## config.mk

```make
export PLATFORM = sky130hd
export DESIGN_NAME = mips_instr_encoder
export DESIGN_NICKNAME = d
export VERILOG_FILES = /design/src/rtl/mips_instr_encoder.sv
export SDC_FILE = /design/constraint.sdc
export NUM_CORES = 1
export LEC_CHECK = 0
export ABC_AREA = 1
export CAP_MARGIN = 15
export CORE_UTILIZATION = 35
export DETAILED_ROUTE_END_ITERATION = 16
export PLACE_DENSITY = 0.59
export SLEW_MARGIN = 5
export SYNTH_ARGS = -nofsm -noshare
export SYNTH_HDL_FRONTEND = slang
export SYNTH_SLANG_ARGS = --single-unit
```

## constraint.sdc

```tcl
create_clock -name clk -period 6.7 [get_ports clk]
set_input_delay 1.675 -clock clk [delete_from_list [all_inputs] [get_ports clk]]
set_output_delay 1.675 -clock clk [all_outputs]
set_load 0.03 [all_outputs]
```

## src/rtl/mips_instr_encoder.sv

```systemverilog
// rtl/mips_instr_encoder.sv - symbolic op to MIPS word encoder with output FIFO
// Optional macro ENC_DELAY_SLOT_EN: pad each branch/jump with a NOP delay slot.
module mips_instr_encoder #(
  parameter int DEPTH     = 4,
  parameter int ADDR_W    = 8,
  parameter int BASE_ADDR = 0
) (
  input  logic                       clk,
  input  logic                       reset,
  input  logic                       in_valid,
  output logic                       in_ready,
  input  logic [4:0]                 in_op,
  input  logic [4:0]                 in_rs,
  input  logic [4:0]                 in_rt,
  input  logic [4:0]                 in_rd,
  input  logic [4:0]                 in_shamt,
  input  logic [15:0]                in_imm,
  input  logic [25:0]                in_target,
  output logic                       out_valid,
  input  logic                       out_ready,
  output logic [31:0]                out_instr,
  output logic [ADDR_W-1:0]          out_addr,
  output logic [$clog2(DEPTH):0]     count,
  output logic                       err_illegal
);

  localparam int PW = $clog2(DEPTH);
  localparam logic [PW:0] FULL = (PW+1)'(DEPTH);

  logic [31:0]   mem [DEPTH];
  logic [PW-1:0] wr_ptr, rd_ptr;
  logic [31:0]   enc_word;
  logic          enc_legal;
  logic          accept, not_full, push, pop, pad_push;
  logic [31:0]   push_data;

  assign not_full  = (count != FULL);
  assign out_valid = (count != '0);
  assign out_instr = mem[rd_ptr];
  assign accept    = in_valid & in_ready;
  assign pop       = out_valid & out_ready;
  assign push      = (accept & enc_legal) | pad_push;
  assign push_data = pad_push ? 32'h0000_0000 : enc_word;

  // Translate the symbolic operation into its 32-bit instruction word
  always_comb begin
    enc_word  = 32'h0000_0000;
    enc_legal = 1'b1;
    case (in_op)
      5'd0:  enc_word = {6'h00, in_rs, in_rt, in_rd, 5'd0, 6'h20};
      5'd1:  enc_word = {6'h00, in_rs, in_rt, in_rd, 5'd0, 6'h22};
      5'd2:  enc_word = {6'h00, in_rs, in_rt, in_rd, 5'd0, 6'h24};
      5'd3:  enc_word = {6'h00, in_rs, in_rt, in_rd, 5'd0, 6'h25};
      5'd4:  enc_word = {6'h00, in_rs, in_rt, in_rd, 5'd0, 6'h2a};
      5'd5:  enc_word = {6'h00, 5'd0, in_rt, in_rd, in_shamt, 6'h02};
      5'd6:  enc_word = {6'h00, in_rs, 15'd0, 6'h08};
      5'd7:  enc_word = {6'h08, in_rs, in_rt, in_imm};
      5'd8:  enc_word = {6'h0c, in_rs, in_rt, in_imm};
      5'd9:  enc_word = {6'h0d, in_rs, in_rt, in_imm};
      5'd10: enc_word = {6'h23, in_rs, in_rt, in_imm};
      5'd11: enc_word = {6'h0f, 5'd0, in_rt, in_imm};
      5'd12: enc_word = {6'h2b, in_rs, in_rt, in_imm};
      5'd13: enc_word = {6'h2a, in_rs, in_rt, in_imm};
      5'd14: enc_word = {6'h04, in_rs, in_rt, in_imm};
      5'd15: enc_word = {6'h05, in_rs, in_rt, in_imm};
      5'd16: enc_word = {6'h02, in_target};
      5'd17: enc_word = {6'h03, in_target};
      default: enc_legal = 1'b0;
    endcase
  end

`ifdef ENC_DELAY_SLOT_EN
  typedef enum logic {IDLE, PAD} state_t;
  state_t state, state_nxt;
  logic   is_ctl;

  assign is_ctl = (in_op == 5'd6) || (in_op >= 5'd14 && in_op <= 5'd17);

  // Delay-slot state register
  always_ff @(posedge clk or posedge reset) begin
    if (reset) state <= IDLE;
    else       state <= state_nxt;
  end

  // Hold off input after a control-transfer op until its NOP slot is queued
  always_comb begin
    state_nxt = state;
    in_ready  = 1'b0;
    pad_push  = 1'b0;
    case (state)
      IDLE: begin
        in_ready = not_full;
        if (in_valid && not_full && is_ctl) state_nxt = PAD;
      end
      PAD: begin
        if (not_full) begin
          pad_push  = 1'b1;
          state_nxt = IDLE;
        end
      end
      default: state_nxt = IDLE;
    endcase
  end
`else
  // Without delay slots, input is throttled by FIFO occupancy alone
  always_comb begin
    in_ready = not_full;
    pad_push = 1'b0;
  end
`endif

  // FIFO storage, pointers, occupancy, head address and illegal-op pulse
  always_ff @(posedge clk or posedge reset) begin
    if (reset) begin
      for (int i = 0; i < DEPTH; i++) mem[i] <= 32'h0000_0000;
      wr_ptr      <= '0;
      rd_ptr      <= '0;
      count       <= '0;
      out_addr    <= ADDR_W'(BASE_ADDR);
      err_illegal <= 1'b0;
    end else begin
      err_illegal <= accept & ~enc_legal;
      if (push) begin
        mem[wr_ptr] <= push_data;
        wr_ptr      <= wr_ptr + 1'b1;
      end
      if (pop) begin
        rd_ptr   <= rd_ptr + 1'b1;
        out_addr <= out_addr + 1'b1;
      end
      case ({push, pop})
        2'b10:   count <= count + 1'b1;
        2'b01:   count <= count - 1'b1;
        default: count <= count;
      endcase
    end
  end

endmodule
```

**Run 1: routing congestion map**

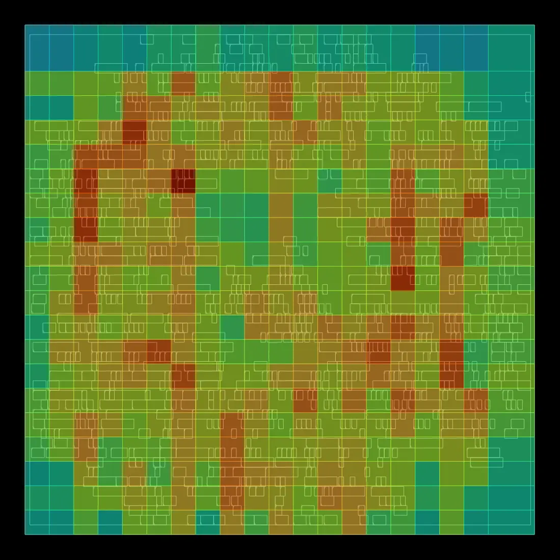
GRT Resource Usage Total: 20.7%
GRT met2 Usage: 32.6%
gr busiest metal: met2
Avg WL per Cell: 15.3 um

**Run 1: wire density map**

Bar = 50 um. The die is cut into 29 by 29 equal tiles; dark purple is low, yellow is high, scaled to the fullest tile. Values are wire area over tile area, all layers added.
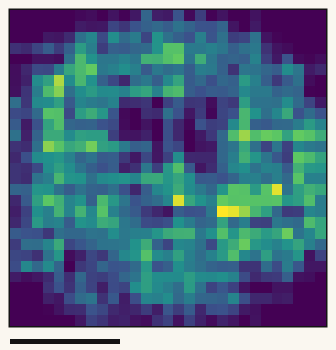
fullest tile: 0.48
tiles over half the peak: 20%
nearly empty tiles: 11%
densest ninth of the die: right middle
mean over tiles: 0.15
final wirelength: 20100 um
via count: 6236

**Run 1: drive-strength map**

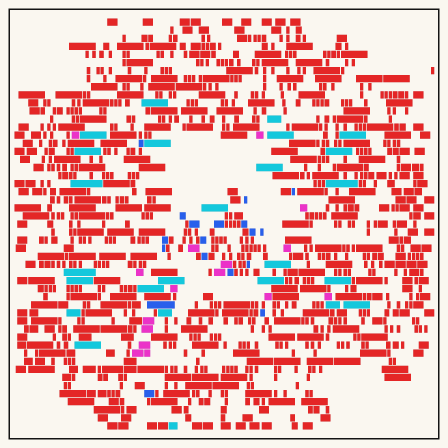
| size | colour | cells |
|---|---|---|
| x6 and larger | cyan | 25 |
| x1 and smaller | red | 987 |
| x3 and x4 | magenta | 16 |
| x2 | blue | 18 |
setup ws final: 1670 ps
number of signal-net buffers in the layout: 118
post-route cell area: 8900 um2

**Run 1: I/O nets highlighted**

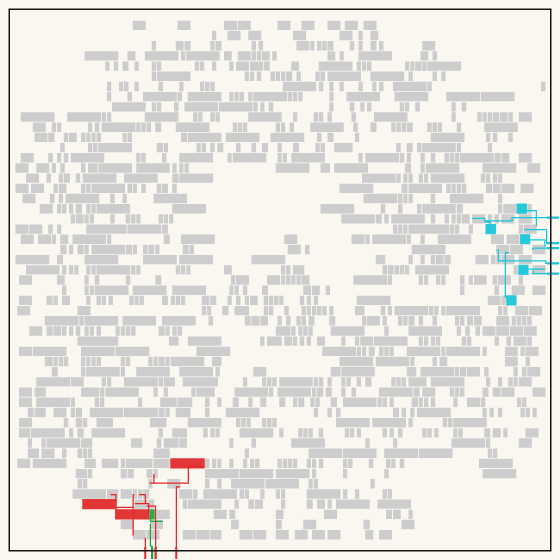
| port | colour | bits | direction | end cells | buffers | wire |
|---|---|---|---|---|---|---|
| count | red | 3 | output | 3 | 3 | 83.9 um |
| in_rd | cyan | 5 | input | 5 | 5 | 101 um |
| out_ready | green | 1 | input | 1 | 1 | 12.0 um |
port bufs: 115
I/O Pins: 117

==> Changelog: implementation, run 1 <==
### Implementation results

* Outcome: finished, final reports clean
* Final nets at between 1000 and 1500
* Clock Tree Root: clkbuf_16
* Unrepaired setup endpoints after global routing: false
* Routed vias/inst at 4.76
* Die Y at around 140 um
* Fin. max-slew vios at 0
* Register area at approximately 3500 um2
* Post-Synth XOR/XNOR Area at under 10%
* Fa+ha+maj area frac at under 10%
* Combinational gate area at around 3100 um2
* Chip area at a little over 20000 um2
* Basic Gates by Area at 32.9%
* Drt initial violations at about 340
* P per Cell Area at between 400 and 500 nW/um2
* Via count of the first global-routing pass at a little over 6000
* Dominant logic cell type in the layout: nand2_1
* YS chip area at between 7000 and 8000 um2
* Net Count, Synth at around 1000
* Row cnt at a little over 50
* Met1 wire length at approximately 9800 um
* Clock buffer depth at 2
* Top cells excl fill/tap: nand2_1 (483), dfrtp_1 (139), clkdlybuf4s50_1 (115)
* Top cells by count, synth: nand2_1 (483), dfrtp_1 (140), nor2_1 (78)
* Post-Synth AOI/OAI Area at 8.63%
* DRT Pass-1 Iters at 4
* MUX share of area at 0%
* Total CTS buffers at 17
* Place WS at about 2100 ps
* CP Capture Type: primary output
* Synth Seq Share at around 50%
* Ys async rst share at 100%
* Initial antenna violation count at 1
* DRT antenna net count at 0
* Synth top area share at between 40% and 50%
* Largest net degree at the start of global routing at 102
* Post-CTS sizing at 0
* Cells after synthesis at roughly 940
* Fin crit period at slightly above 5000 ps
* CTS tree: built
* CTS HTree Levels at 4
* # fillers at 1995
* Required time of the critical path at 5030 ps
* Number of enable flip-flop cells at 0
* Crit Path Max Fanout at 33
* Top cells by area: dfrtp_1 (50%), nand2_1 (26%), o21ai_0 (5.0%)
* Hold buffers post-CTS at 0
* Gr ovfl total at 0
* Final setup fails at 0
* Period utilization at 75.0%
* Hpwl dp at roughly 13000 um
* Ratio of cells with drive above 1 in the final layout at around 5.6%
* Pleak at 4.57 nW
* CORE AREA at roughly 20000 um2
* Main flop type: dfrtp_1
* Hold/Removal Path Class: reg -> reg
* Met3 wire len at around 1200 um
* # DRC at 0
* Final hold violations at 0
* Syn Area/Cell at 7.49 um2
* Max Freq at a little under 200 MHz
* Tightest Pin Transition at ~1100 ps
* WP data arrival at around 3400 ps
* Rel. slew slack at approximately 27%
* RD Place Congestion at ~0.86
* N_diodes at 0
* Synth cell types at 33
* Late-Pin Clk Latency at about 420 ps
* Top sig layer: met4
* Final setup skew at around 14 ps
* Yosys stat cell total at between 900 and 1000
* Yosys reg bits at 140
* Fp_density at between 30 and 40%
* Main logic family: simple AND/OR/NAND/NOR gates
* WL met2 at approximately 9000 um
* Max cap viols at 0
* Setup repair bufs after CTS at 0
* Clock Pin Slew Worst Setup and Hold Paths at ~60 ps
* Ys Warns at 0
* Final setup TNS at 0 ps
* First-pass GRT wire length at ~33000 um
* OpenROAD warning count at 31
* Die Width at 144 um
* Yosys top cell by area: dfrtp_1
* Layout overhead on the synthesized area at 25.9%
* Setup crit start kind: flip-flop
* Setup CP Type: reg -> out
* Peak VDD IR at about 0.28 mV
* Mapped cell area at around 7000 um2
* CTS sink count at between 100 and 150
* Most common cell in the netlist: nand2_1
run 1: where the power goes:
part | total, mW | leakage [nW] | internal, mW | switching [mW]
Clock | 0.984 | 0.290 | 0.624 | 0.360
Combinational | 1.97 | 2.44 | 0.743 | 1.22
Sequential | 1.40 | 1.84 | 1.18 | 0.217
Total | 4.35 | 4.57 | 2.55 | 1.80
run 1: final timing paths:
check	startpoint	endpoint	slack, ps	depth (start not counted)
min reg2reg	mem[46]	mem[46]	470	2
max reg2reg	count[0]	count[2]	4550	10
min	mem[46]	mem[46]	470	2
max in group asynchronous	reset	rd_ptr[0]	3740	3
max	rd_ptr[1]	out_instr[4]	1670	4
min in group asynchronous	reset	count[2]	1820	2
run 1: through the flow:
stage                     instance area [um2]  power, mW  util [%]  cells  hold WS, ps
after CTS                                8900       4.38      45.3   1311          475
after global placement                   8280       3.37      42.1   1279          457
after floorplan                          7070       2.67         -    944          444
after detailed placement                 8280       3.38      42.1   1279          460
final                                    8900       4.35      45.3   1311          472
after global routing                     8900       4.66      45.3   1311          484
run 1: routing by layer:
layer | vias to the layer above | track usage, %
met5 | - | 0
met4 | 0 | 4.43
met3 | 9 | 4.57
met2 | 176 | 32.6
met1 | 2931 | 28.9
li1 | 3120 | -
run 1: critical path, cell delays in order (launching register included):
cell	delay, ps
dfrtp_1	780
inv_1	1010
o21ai_0	240
o22ai_1	190
clkdlybuf4s50_1	710
run 1: cell type report:
cell class / count / area share [%]
inverter: 35 / 1.56
timing repair buffer: 118 / 13.2
multi-input combinational: 721 / 35.2
clock inverter: 10 / 1.55
sequential: 140 / 39.4
tap: 265 / 3.72
clock buffer: 22 / 5.44
run 1: flip-flops by register name, indices dropped and copies added, names as in the netlist:
register and cells:
mem 124, count 3, rd_ptr 2, err_illegal 1
wr_ptr 2, out_addr 8
==> run 2, diff against run 1 <==
--- a/config.mk
+++ b/config.mk
@@ -9,7 +9,7 @@
 export CAP_MARGIN = 15
 export CORE_UTILIZATION = 35
 export DETAILED_ROUTE_END_ITERATION = 16
-export PLACE_DENSITY = 0.59
+export PLACE_DENSITY = 0.61
 export SLEW_MARGIN = 5
 export SYNTH_ARGS = -nofsm -noshare
 export SYNTH_HDL_FRONTEND = slang
==> constraint.sdc (replaced) <==
create_clock -name clk -period 4.5 [get_ports clk]
set_input_delay 1.125 -clock clk [delete_from_list [all_inputs] [get_ports clk]]
set_output_delay 1.125 -clock clk [all_outputs]
set_load 0.03 [all_outputs]
**Run 2: routing congestion map**

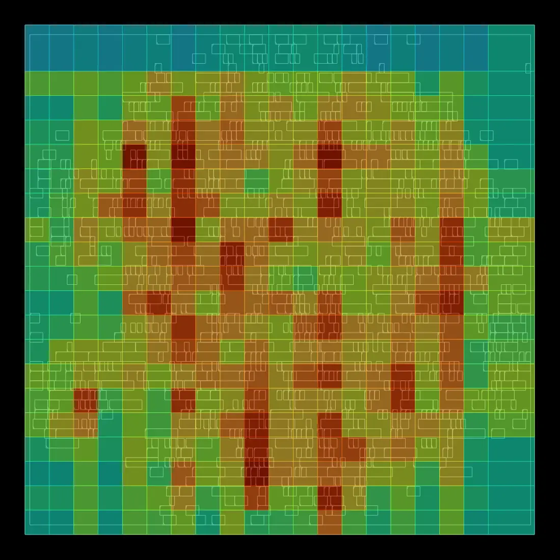
GRT met2 Usage: 33.8%
met1 Use GR: 28.3%
Avg WL per Cell: 15.7 um
post-layout util: 45.7%

==> run 2 against run 1 <==
  * Synthesized cell count did not move
  * Critical endpoint is now out_instr[25]
  * Utilization rose by 0.41 points
  * Sequential power rose by 46%
  * Via count rose by 2.1%
  * Largest power group unchanged
  * Global-route usage rose by 0.44 points
  * First-iteration DRC count rose by 27%
  * Non-clock buffer count rose by 8
  * Largest cell class unchanged
  * Sequential share of layout area fell by 0.35 points
==> Changelog: implementation, run 2 <==
### Implementation results

* Total CTS buffers at 17
* CORE AREA at 19700 um2
* Max cap viols at 0
* # DRC at 0
* Final setup skew at roughly 8.3 ps
* Register area at around 3500 um2
* Ys Warns at 0
* Syn Area/Cell at ~7.5 um2
* Max FFs per register at roughly 120
* Mapped cell area at just over 7000 um2
* CTS HTree Levels at 4
* Yosys top cell by area: dfrtp_1
* I/O Pins at between 100 and 150
* Yosys stat cell total at 944
* P per Cell Area at around 730 nW/um2
* Final nets at approximately 1100
* WP data arrival at ~2800 ps
* Setup CP Type: reg -> out
* Top reg by flops: mem
* Clock Pin Slew Worst Setup and Hold Paths at about 60 ps
* Top cells by count, synth: nand2_1 (483), dfrtp_1 (140), nor2_1 (78)
* Critical path startpoint: rd_ptr[0]
* CTS tree: built
* # fillers at roughly 2000
* Hold path start: mem[70]
* Setup repair bufs after CTS at 0
* CP bufs+invs at 3
* Late-Pin Clk Latency at between 400 and 500 ps
* Gr busiest metal: met2
* Largest net degree at the start of global routing at between 60 and 70
* Clock Tree Root: clkbuf_16
* Synth cell types at 33
* Met3 Use GR at between 4 and 5%
* CP delay by family, top: buffers and inverters
* Final hold violations at 0
* Row cnt at about 50
* Hold buffers post-CTS at 0
* Reg-to-reg startpoint: count[1]
* Routed vias/inst at just under 5
* Hold/Removal Path Class: reg -> reg
* Die Width at around 140 um
* Clock buffer depth at 2
* Period utilization at just under 90%
* DRT Pass-1 Iters at 5
* Gr ovfl total at 0
* Port bufs at 115
* Crit-path cells: clkinv_1 -> buf_12 -> o21ai_0 -> o22ai_1 -> clkdlybuf4s50_1
* OpenROAD warning count at 29
* RD Place Congestion at around 0.83
* CTS sink count at approximately 140
* Crit Path Max Fanout at 38
* CP max-delay cell: clkinv_1
* Pleak at 4.63 nW
* Layout overhead on the synthesized area at 27.0%
* Fp_density at between 30 and 40%
* Initial antenna violation count at 0
* Design Power at about 6.6 mW
* Required time of the critical path at 3380 ps
* CP Capture Type: primary output
* Top cells by area: dfrtp_1 (50%), nand2_1 (26%), o21ai_0 (5.0%)
* Drt initial violations at between 400 and 500
* Via count of the first global-routing pass at roughly 6400
* DRT antenna net count at 0
* Combinational gate area at around 3100 um2
* Largest regs: mem (124), out_addr (8), count (3)
* Chip area at about 21000 um2
* Via count at about 6400
* Synth top area share at roughly half
* Crit-path max cell delay at 620 ps
* Post-CTS sizing at 0
* Net Count, Synth at 1022
* Synth Seq Share at 49.5%
* Top cells excl fill/tap: nand2_1 (483), dfrtp_1 (139), clkdlybuf4s50_1 (110)
* Rel. slew slack at between 40% and 50%
* Ratio of cells with drive above 1 in the final layout at under 10%
* Final setup fails at 0
* Cells after synthesis at 944
* Outcome: finished, final reports clean
* Dominant logic cell type in the layout: nand2_1
* Tightest Pin Transition at roughly 780 ps
* First-pass GRT wire length at 33100 um
* Max Freq at approximately 260 MHz
* Fin crit period at slightly below 4000 ps
* Yosys reg bits at 140
* Die Y at roughly 140 um
* Most common cell in the netlist: nand2_1
* Hpwl dp at about 13000 um
[run 2: through the flow]
step | hold WS (ps) | instances | utilization (%) | setup WS (ps) | area (um2)
final | 474 | 1319 | 45.7 | 602 | 8980
after global routing | 496 | 1319 | 45.7 | 437 | 8980
after CTS | 475 | 1319 | 45.7 | 589 | 8980
after detailed placement | 460 | 1287 | 42.5 | 1040 | 8350
after global placement | 456 | 1287 | 42.5 | 1040 | 8350
after floorplan | 444 | 944 | - | 1630 | 7080
[run 2: report_power, final]
| part | total [mW] | internal, mW | leakage (nW) | switching [mW] |
|---|---|---|---|---|
| Clock | 1.50 | 0.946 | 0.300 | 0.553 |
| Sequential | 2.05 | 1.76 | 1.84 | 0.292 |
| Combinational | 3.02 | 1.12 | 2.49 | 1.90 |
[run 2: area by class of cell]
cell class / instances / area share (%)
Clock inverter: 13 / 2.09
Multi-Input combinational cell: 721 / 34.9
Timing Repair Buffer: 126 / 13.9
Tap cell: 265 / 3.69
Sequential cell: 140 / 39.0
Inverter: 35 / 1.53
Clock buffer: 19 / 4.93
[run 2: cell families after synthesis]
logic type / after synthesis / share of synthesized area [%]
other: 1 / 0.0530
AND/OR/NAND/NOR: 591 / 32.9
XOR/XNOR: 11 / 1.36
AND-OR/OR-AND: 111 / 8.63
flip-flops: 140 / 49.5
buffers and inverters: 83 / 6.19
adder cells (fa/ha/maj): 7 / 1.34
[run 2: final timing paths]
path | end | slack (ps) | cells after the start
max in group asynchronous | mem[118] | 2480 | 3
min in group asynchronous | err_illegal | 1170 | 2
hold reg to reg | mem[70] | 470 | 2
setup / recovery | out_instr[25] | 600 | 5
setup reg to reg | count[2] | 2270 | 10
hold / removal | mem[70] | 470 | 2
[run 2: per-layer routing]
layer,vias up,wire [um]
met5,-,0
met4,0,306
met3,19,1130
met2,183,9200
met1,3022,10000
li1,3143,-
No activity file was given, so power comes from the tool's default toggle rates.
